===== config.mk =====
export PLATFORM = sky130hd
export DESIGN_NAME = control_unit_fsm
export DESIGN_NICKNAME = d
export VERILOG_FILES = /design/src/rtl/mini_risc_pkg.sv /design/src/rtl/control_unit_fsm.sv
export SDC_FILE = /design/constraint.sdc
export NUM_CORES = 1
export LEC_CHECK = 0
export CAP_MARGIN = 25
export CORE_MARGIN = 2
export CORE_UTILIZATION = 30
export DETAILED_ROUTE_END_ITERATION = 10
export HOLD_SLACK_MARGIN = 0.03
export PLACE_DENSITY = 0.65
export SLEW_MARGIN = 20
export SYNTH_ARGS = -nofsm -noshare
export SYNTH_HDL_FRONTEND = slang
export SYNTH_SLANG_ARGS = --single-unit

===== constraint.sdc =====
create_clock -name clk -period 9.6 [get_ports clk]
set_clock_uncertainty 0.05 [all_clocks]
set_input_delay 1.92 -clock clk [delete_from_list [all_inputs] [get_ports clk]]
set_output_delay 1.92 -clock clk [all_outputs]
set_load 0.005 [all_outputs]

===== src/rtl/mini_risc_pkg.sv =====
// ============================================================================
// Module      : mini_risc_pkg
// Description : Shared encodings for the mini-RISC control unit and data path.
// Revision    : 1.0 - initial release
// ============================================================================
`default_nettype none

package mini_risc_pkg;

  // FSM state encoding
  localparam logic [2:0] C_ST_IDLE   = 3'd0;
  localparam logic [2:0] C_ST_FETCH  = 3'd1;
  localparam logic [2:0] C_ST_DECODE = 3'd2;
  localparam logic [2:0] C_ST_EXEC   = 3'd3;
  localparam logic [2:0] C_ST_MEM    = 3'd4;
  localparam logic [2:0] C_ST_WB     = 3'd5;
  localparam logic [2:0] C_ST_HALT   = 3'd6;

  localparam logic [5:0] C_OP_RTYPE  = 6'd0;
  localparam logic [5:0] C_OP_ADDI   = 6'd1;
  localparam logic [5:0] C_OP_COMPI  = 6'd2;
  localparam logic [5:0] C_OP_LW     = 6'd3;
  localparam logic [5:0] C_OP_SW     = 6'd4;
  localparam logic [5:0] C_OP_BRANCH = 6'd5;
  localparam logic [5:0] C_OP_HALT   = 6'd63;

  localparam logic [5:0] C_FN_ADD    = 6'd0;
  localparam logic [5:0] C_FN_COMP   = 6'd1;
  localparam logic [5:0] C_FN_AND    = 6'd2;
  localparam logic [5:0] C_FN_XOR    = 6'd3;
  localparam logic [5:0] C_FN_SHLL   = 6'd4;
  localparam logic [5:0] C_FN_SHRL   = 6'd5;
  localparam logic [5:0] C_FN_SHLLV  = 6'd6;
  localparam logic [5:0] C_FN_SHRLV  = 6'd7;
  localparam logic [5:0] C_FN_SHRA   = 6'd8;
  localparam logic [5:0] C_FN_SHRAV  = 6'd9;

  localparam logic [3:0] C_ALU_ADD   = 4'd0;
  localparam logic [3:0] C_ALU_COMP  = 4'd1;

  localparam logic [4:0] C_BR_NONE   = 5'd0;
  localparam logic [4:0] C_BR_B      = 5'd1;
  localparam logic [4:0] C_BR_BR     = 5'd2;
  localparam logic [4:0] C_BR_BLTZ   = 5'd3;
  localparam logic [4:0] C_BR_BZ     = 5'd4;
  localparam logic [4:0] C_BR_BNZ    = 5'd5;
  localparam logic [4:0] C_BR_BL     = 5'd6;
  localparam logic [4:0] C_BR_BCY    = 5'd7;
  localparam logic [4:0] C_BR_BNCY   = 5'd8;

  localparam logic [1:0] C_RW_NONE   = 2'b00;
  localparam logic [1:0] C_RW_RS     = 2'b01;
  localparam logic [1:0] C_RW_R31    = 2'b10;

  localparam logic [1:0] C_WB_DMEM   = 2'b00;
  localparam logic [1:0] C_WB_PC4    = 2'b01;
  localparam logic [1:0] C_WB_ALU    = 2'b10;

  localparam logic C_IMM_SEXT   = 1'b0;
  localparam logic C_IMM_SHAMT  = 1'b1;
  localparam logic C_ALUSRC_REG = 1'b0;
  localparam logic C_ALUSRC_IMM = 1'b1;

  // Halt counts as legal; it is the only legal opcode that never reaches EXEC.
  function automatic logic insn_legal(input logic [5:0] op, input logic [5:0] fn);
    logic ok;
    ok = 1'b0;
    case (op)
      C_OP_RTYPE:  ok = (fn <= C_FN_SHRAV);
      C_OP_ADDI, C_OP_COMPI, C_OP_LW, C_OP_SW, C_OP_HALT: ok = 1'b1;
      C_OP_BRANCH: ok = (fn >= 6'd1) && (fn <= 6'd8);
      default:     ok = 1'b0;
    endcase
    return ok;
  endfunction

  // Immediate-shift R-type ops take their second operand from the shamt field.
  function automatic logic uses_shamt(input logic [5:0] fn);
    return (fn == C_FN_SHLL) || (fn == C_FN_SHRL) || (fn == C_FN_SHRA);
  endfunction

endpackage

`default_nettype wire


===== src/rtl/control_unit_fsm.sv =====
// ============================================================================
// Module      : control_unit_fsm
// Description : Multi-cycle mini-RISC control FSM with retired-instruction count.
// Revision    : 1.0 - initial release
// ============================================================================
`default_nettype none

module control_unit_fsm
  import mini_risc_pkg::*;
(
  input  logic        clk,
  input  logic        rst,
  input  logic [5:0]  opcode,
  input  logic [5:0]  func,
  output logic        ir_en,
  output logic        pc_en,
  output logic [1:0]  reg_write,
  output logic        imm_mux_ctrl,
  output logic        alu_mux_ctrl,
  output logic [3:0]  alu_op,
  output logic        dmem_enable,
  output logic        dmem_write_enable,
  output logic [1:0]  reg_write_mux_ctrl,
  output logic [4:0]  br_op,
  output logic        halted,
  output logic        illegal,
  output logic [31:0] retired
);

  logic [2:0]  r_state_q,   w_state_d;
  logic [5:0]  r_opcode_q,  w_opcode_d;
  logic [5:0]  r_func_q,    w_func_d;
  logic        r_illegal_q, w_illegal_d;
  logic [31:0] r_retired_q, w_retired_d;

  logic w_is_rtype;
  logic w_is_compi;
  logic w_is_lw;
  logic w_is_sw;
  logic w_is_branch;
  logic w_done;

  always_comb begin
    w_is_rtype  = (r_opcode_q == C_OP_RTYPE);
    w_is_compi  = (r_opcode_q == C_OP_COMPI);
    w_is_lw     = (r_opcode_q == C_OP_LW);
    w_is_sw     = (r_opcode_q == C_OP_SW);
    w_is_branch = (r_opcode_q == C_OP_BRANCH);
  end

  // Legality must be judged on the live inputs: the latched copy lands on this same edge.
  always_comb begin
    w_state_d   = r_state_q;
    w_opcode_d  = r_opcode_q;
    w_func_d    = r_func_q;
    w_illegal_d = r_illegal_q;
    case (r_state_q)
      C_ST_IDLE:   w_state_d = C_ST_FETCH;
      C_ST_FETCH:  w_state_d = C_ST_DECODE;
      C_ST_DECODE: begin
        w_opcode_d = opcode;
        w_func_d   = func;
        if (!insn_legal(opcode, func)) begin
          w_illegal_d = 1'b1;
          w_state_d   = C_ST_HALT;
        end else if (opcode == C_OP_HALT) begin
          w_state_d   = C_ST_HALT;
        end else begin
          w_state_d   = C_ST_EXEC;
        end
      end
      C_ST_EXEC: begin
        if (w_is_branch)             w_state_d = C_ST_FETCH;
        else if (w_is_lw || w_is_sw) w_state_d = C_ST_MEM;
        else                         w_state_d = C_ST_WB;
      end
      C_ST_MEM:  w_state_d = w_is_lw ? C_ST_WB : C_ST_FETCH;
      C_ST_WB:   w_state_d = C_ST_FETCH;
      C_ST_HALT: w_state_d = C_ST_HALT;
      default:   w_state_d = C_ST_IDLE;
    endcase
  end

  always_comb begin
    w_done = (r_state_q == C_ST_WB)
           || ((r_state_q == C_ST_MEM)  && w_is_sw)
           || ((r_state_q == C_ST_EXEC) && w_is_branch);
    w_retired_d = r_retired_q + {31'd0, w_done};
  end

  always_ff @(posedge clk) begin
    if (rst) begin
      r_state_q   <= C_ST_IDLE;
      r_opcode_q  <= 6'd0;
      r_func_q    <= 6'd0;
      r_illegal_q <= 1'b0;
      r_retired_q <= 32'd0;
    end else begin
      r_state_q   <= w_state_d;
      r_opcode_q  <= w_opcode_d;
      r_func_q    <= w_func_d;
      r_illegal_q <= w_illegal_d;
      r_retired_q <= w_retired_d;
    end
  end

  always_comb begin
    ir_en              = 1'b0;
    pc_en              = 1'b0;
    reg_write          = C_RW_NONE;
    imm_mux_ctrl       = C_IMM_SEXT;
    alu_mux_ctrl       = C_ALUSRC_REG;
    alu_op             = C_ALU_ADD;
    dmem_enable        = 1'b0;
    dmem_write_enable  = 1'b0;
    reg_write_mux_ctrl = C_WB_DMEM;
    br_op              = C_BR_NONE;

    // ALU selects stay stable from EXEC to the final state so the result holds through WB.
    if (((r_state_q == C_ST_EXEC) || (r_state_q == C_ST_MEM) || (r_state_q == C_ST_WB))
        && !w_is_branch) begin
      if (w_is_rtype) begin
        alu_op       = r_func_q[3:0];
        imm_mux_ctrl = uses_shamt(r_func_q) ? C_IMM_SHAMT  : C_IMM_SEXT;
        alu_mux_ctrl = uses_shamt(r_func_q) ? C_ALUSRC_IMM : C_ALUSRC_REG;
      end else begin
        alu_op       = w_is_compi ? C_ALU_COMP : C_ALU_ADD;
        imm_mux_ctrl = C_IMM_SEXT;
        alu_mux_ctrl = C_ALUSRC_IMM;
      end
    end

    case (r_state_q)
      C_ST_FETCH: ir_en = 1'b1;
      C_ST_EXEC: begin
        if (w_is_branch) begin
          br_op = r_func_q[4:0];
          pc_en = 1'b1;
          if (r_func_q[4:0] == C_BR_BL) begin
            reg_write          = C_RW_R31;
            reg_write_mux_ctrl = C_WB_PC4;
          end
        end
      end
      C_ST_MEM: begin
        dmem_enable       = w_is_lw || w_is_sw;
        dmem_write_enable = w_is_sw;
        pc_en             = w_is_sw;
      end
      C_ST_WB: begin
        pc_en              = 1'b1;
        reg_write          = C_RW_RS;
        reg_write_mux_ctrl = w_is_lw ? C_WB_DMEM : C_WB_ALU;
      end
      default: ;
    endcase
  end

  assign halted  = (r_state_q == C_ST_HALT);
  assign illegal = r_illegal_q;
  assign retired = r_retired_q;

endmodule

`default_nettype wire


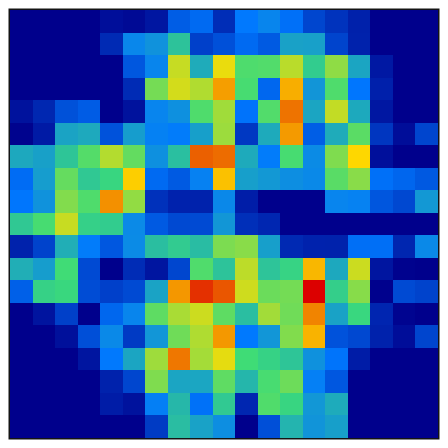
(images/route_heat.png)
The die is cut into 19 by 19 equal tiles; dark blue is low, red is high, scaled to the fullest tile. Values are wire area over tile area, all layers added.
- tiles over half the peak: 21%
- densest ninth of the die: south
- mean over tiles: 0.11
- fullest tile: 0.40
- nearly empty tiles: 24%

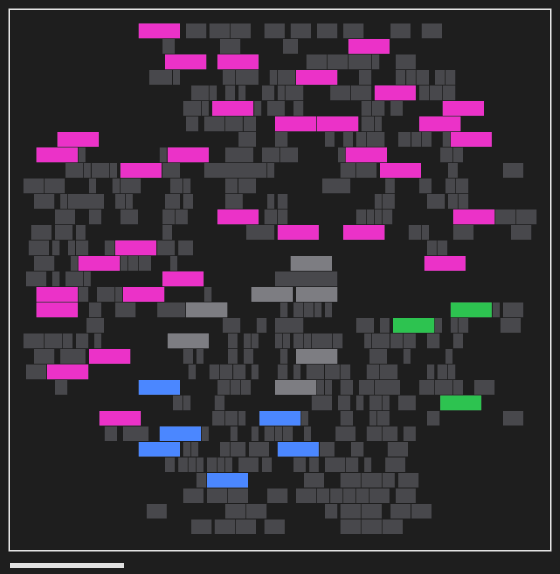
(images/ff_map.png)
The bar under the picture is 20 um long. Other sequential cells in the stronger grey, the rest of the logic in the fainter grey.
- magenta: `retired` (sequential cells 32)
- green: `r_state_q` (sequential cells 3)
- blue: `r_func_q` (sequential cells 6)

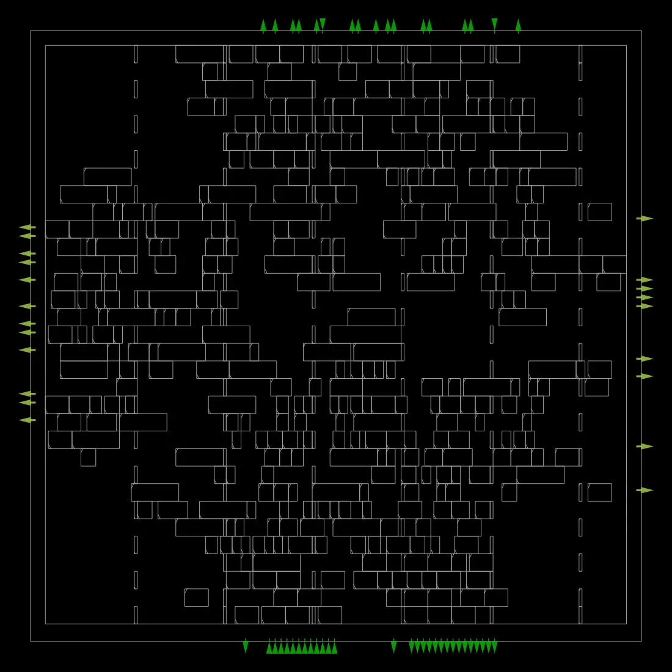
(images/placed.png)
CORE AREA: 0.008093 mm^2
FILL cells: 836
FP Rows: 33

==> reports/qor.txt <==
Largest area contributor in the netlist: dfxtp_1
Placed Cells: 470
Synth warn: 0
CP startpoint: r_opcode_q[0]$_SDFFE_PP0P_
Floorplan core density: 30.55%
Hold path depth: 2
M3 GR Usage: 2.554%
Met3 wire len: 216 um
Top-area cell type share of the netlist area: 38.87%
Critical Path Stages: 5
Final non-clock buffer share: 20.01%
Adder Area Share: 1.012%
Flop+latch power: 0.224 mW
Area growth, synth to finish: 35.07%
Tap cell count: 105
Sw frac: 26.08%
Gate power share: 15.8%
Synth top cells by count: dfxtp_1, nand2_1, a21oi_1
Setup repair after global routing missed its margin: false
Most frequent logic cell in the layout: clkdlybuf4s50_1
Antenna viol nets, final: 0
WL met1: 3132 um
FFs w/ async S/R, synth: 0%
Aoi share: 17.71%
Leakage power: 1.082 nW
Die width: 94.78 um
Critical Setup Path Class: reg2out
Hold WC Path Type: reg2reg
GRT Overall Usage: 14.55%
Worst setup path end: reg_write_mux_ctrl[0]
First-pass GRT wire length: 10630 um
Fraction of layout cells with a size suffix above 1: 5.645%
Die height: 94.78 um
Worst path cell trace: or4b_2 -> nor3b_2 -> and2_1 -> and4b_1 -> clkdlybuf4s50_1
# Cells Yosys: 313
Post-CTS Setup Bufs: 0
Status: finished, final reports clean
Number of logic gates: 236
Synthesized Nets: 329
Arr. time, crit path: 2.65 ns
Cell family with most CP delay: simple AND/OR/NAND/NOR gates
Top power group: registers
Worst reg-to-reg path cell count: 9
Core Util, Final: 41.26%
Worst Setup End Kind: primary output
Pwr dens: 140.3 mW/mm^2
Post-layout period usage of the worst path: 48.17%
Crit path launch type: register
Yosys top cell by instances: dfxtp_1
I/O Pins: 67
Power share of the sequential group: 47.9%
WHS Endpoint: r_opcode_q[5]$_SDFFE_PP0P_
Power figures rest on the tool's default switching activity, not on a simulated workload.
